clock_map.png
The bar under the picture is 20 µm long.
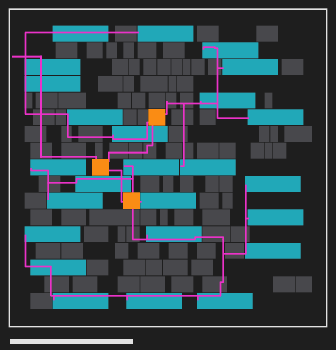
final_placement.png
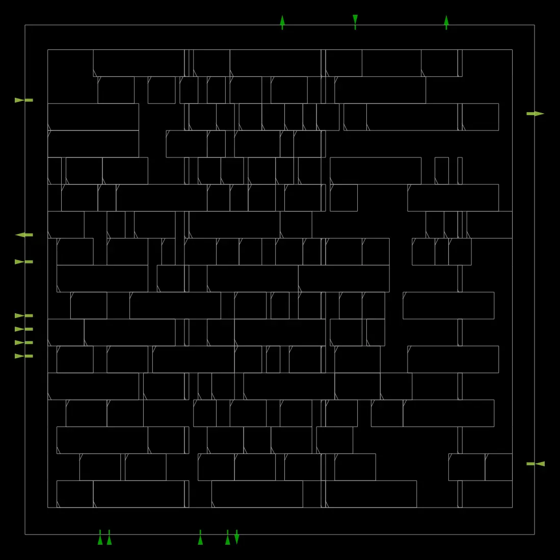
==> config.mk <==
export PLATFORM = sky130hd
export DESIGN_NAME = if1_host_tx_flat
export DESIGN_NICKNAME = d
export VERILOG_FILES = /design/src/rtl/if1_host_tx_if.sv /design/src/rtl/if1_host_tx.sv /design/src/flat_wrapper.sv
export SDC_FILE = /design/constraint.sdc
export NUM_CORES = 1
export LEC_CHECK = 0
export CORE_MARGIN = 2
export CORE_UTILIZATION = 58
export CTS_BUF_LIST = sky130_fd_sc_hd__clkbuf_4 sky130_fd_sc_hd__clkbuf_8 sky130_fd_sc_hd__clkbuf_16
export CTS_CLUSTER_SIZE = 8
export DETAILED_ROUTE_END_ITERATION = 7
export PLACE_DENSITY_LB_ADDON = 0.3
export SLEW_MARGIN = 20
export SYNTH_ARGS = -nofsm -noshare
export SYNTH_HDL_FRONTEND = slang
export SYNTH_SLANG_ARGS = --single-unit
==> constraint.sdc <==
create_clock -name clk -period 2.9 [get_ports clk]
set_input_delay 0.29 -clock clk [delete_from_list [all_inputs] [get_ports clk]]
set_output_delay 0.29 -clock clk [all_outputs]
set_load 0.03 [all_outputs]
==> summary.txt <==
On the backend side, the flow ran end to end.

According to the timing report, the data required time at the worst endpoint equals between 2000 and 3000 ps. The number of global-route vias before repair is roughly 860. Per Yosys stat, the portion of area used by sequential elements is between 40 and 50%.

Looking at the setup timing report, the critical path kind is reg2out. STA classifies the critical path startpoint as a register. The group that draws the most power in this run is registers. During synthesis, Yosys emitted a total of 0 warnings. TritonCTS built the clock tree. Summing internal, switching and leakage power gives between 1 and 1.5 mW.

The number of clock-tree buffers in the layout stands at 3. Per the layout report, the design carries 17 non-clock buffers. The floorplan net count stands at 131. After its last routability iteration, the placer logged a weighted congestion of between 0.7 and 0.8. For this run the top cell type by instance count after synthesis was dfrtp_1. The initial antenna violation count came to 0. The multi-input gate count stands at between 70 and 80.

The met3 usage in global routing stands at roughly 2.6%. The count of final setup violators stands at 0. Per the cell usage report, the commonest logic cells after layout are dfrtp_1 (25), clkdlybuf4s50_1 (16), mux2_1 (8). The power density of the placed cells stands at between 900 and 1000 nW/µm².

After synthesis, the cell types taking the most area are dfrtp_1 (48%), mux2_1 (6.9%), ha_1 (4.8%), a22o_1 (4.0%), mux2i_1 (3.1%). Entering global routing, the biggest net connects 26 pins. After detailed routing, the wire length on met1 is between 1000 and 1500 µm. Detailed-route iteration 0 reported a violation count of 13. The worst path buffer plus inverter count stands at 1. In the global route stage, overall resource usage came out at 19.3%. The wire length of the first global-routing pass stands at between 3000 and 4000 µm. Setup repair after global routing left no endpoint under its margin. The number of maximum-capacitance constraint violations stands at 0.

The power share of the combinational group stands at 41.7%. The worst-case IR drop observed on VDD is between 500 and 600 µV. The run finished with clean final reports. For this run, design rule violations remaining after detail routing come to 0.

Per the STA report, the cell with the highest stage delay on the worst path is clkdlybuf4s50_1. By instance count after routing, the leading logic cell type is dfrtp_1. The layout net count stands at roughly 150. The worst reg-to-reg setup slack stands at 910 ps. In this design, the stage delay of the slowest critical-path cell is ~590 ps.

After clock tree synthesis, the clock-pin slew on the worst setup and hold paths is 140 ps. The average instance in the mapped netlist occupies 11.5 µm². The smallest setup slack after layout stands at 287 ps. The count of distinct cell types in the synthesized netlist stands at between 40 and 50. For the pin with the worst max-slew slack, the measured transition is approximately 520 ps. dfrtp_1 takes more of the synthesized area than any other cell.

The synthesized netlist cell count stands at approximately 110. The register area stands at 626 µm². met1 is the most crowded layer. The cell sequence reported for the critical path is mux4_2 -> nand2b_1 -> a41o_1 -> clkdlybuf4s50_1.

Global routing finished with a remaining overflow of 0. The switching fraction of total power stands at about 38%. Looking at the clock tree report, the root buffer type is clkbuf_4. The internal portion of the total power is ~850 µW. Looking at the clock tree report, the H-tree level count equals 1. The headroom to the max-slew limit stands at 65.0%. The net switching power stands at slightly above 500 µW. Per the final layout report, the fraction of cells sized above drive strength 1 comes to between 7 and 8%.
Notes on clock_map.png above:
flip-flops: shown in cyan, count 25. clock wires: shown in magenta, length 280 µm. cells driving clock nets: shown in orange, count 3.
There are 4 routed clock nets.
clock power share: 11.5%
worst-skew pair later-pin latency: 320 ps
Worst Clk Skew: 11.7 ps
total clock network power: 156 µW

Notes on final_placement.png above:
tap cell count: 28
non-filler instance count after layout: 156
post-route core utilization: 69.1%

-- metrics by stage --
stage	hold WS (ps)	cells	utilization, %
2_1_floorplan	-5.59	114	-
3_3_place_gp	465	152	67.9
3_5_place_dp	470	152	67.9
4_1_cts	318	156	69.1
5_1_grt	346	156	69.1
6_report	304	156	69.1
-- cells by family after synthesis --
| family | after synthesis | share of synthesized area, % |
|---|---|---|
| AND/OR/NAND/NOR | 33 | 16.3 |
| AND-OR/OR-AND | 26 | 14.6 |
| flip-flops | 25 | 47.9 |
| multiplexers | 14 | 12.5 |
| buffers and inverters | 11 | 3.93 |
| adder cells (fa/ha/maj) | 5 | 4.79 |
Power figures rest on the tool's default switching activity, not on a simulated workload.
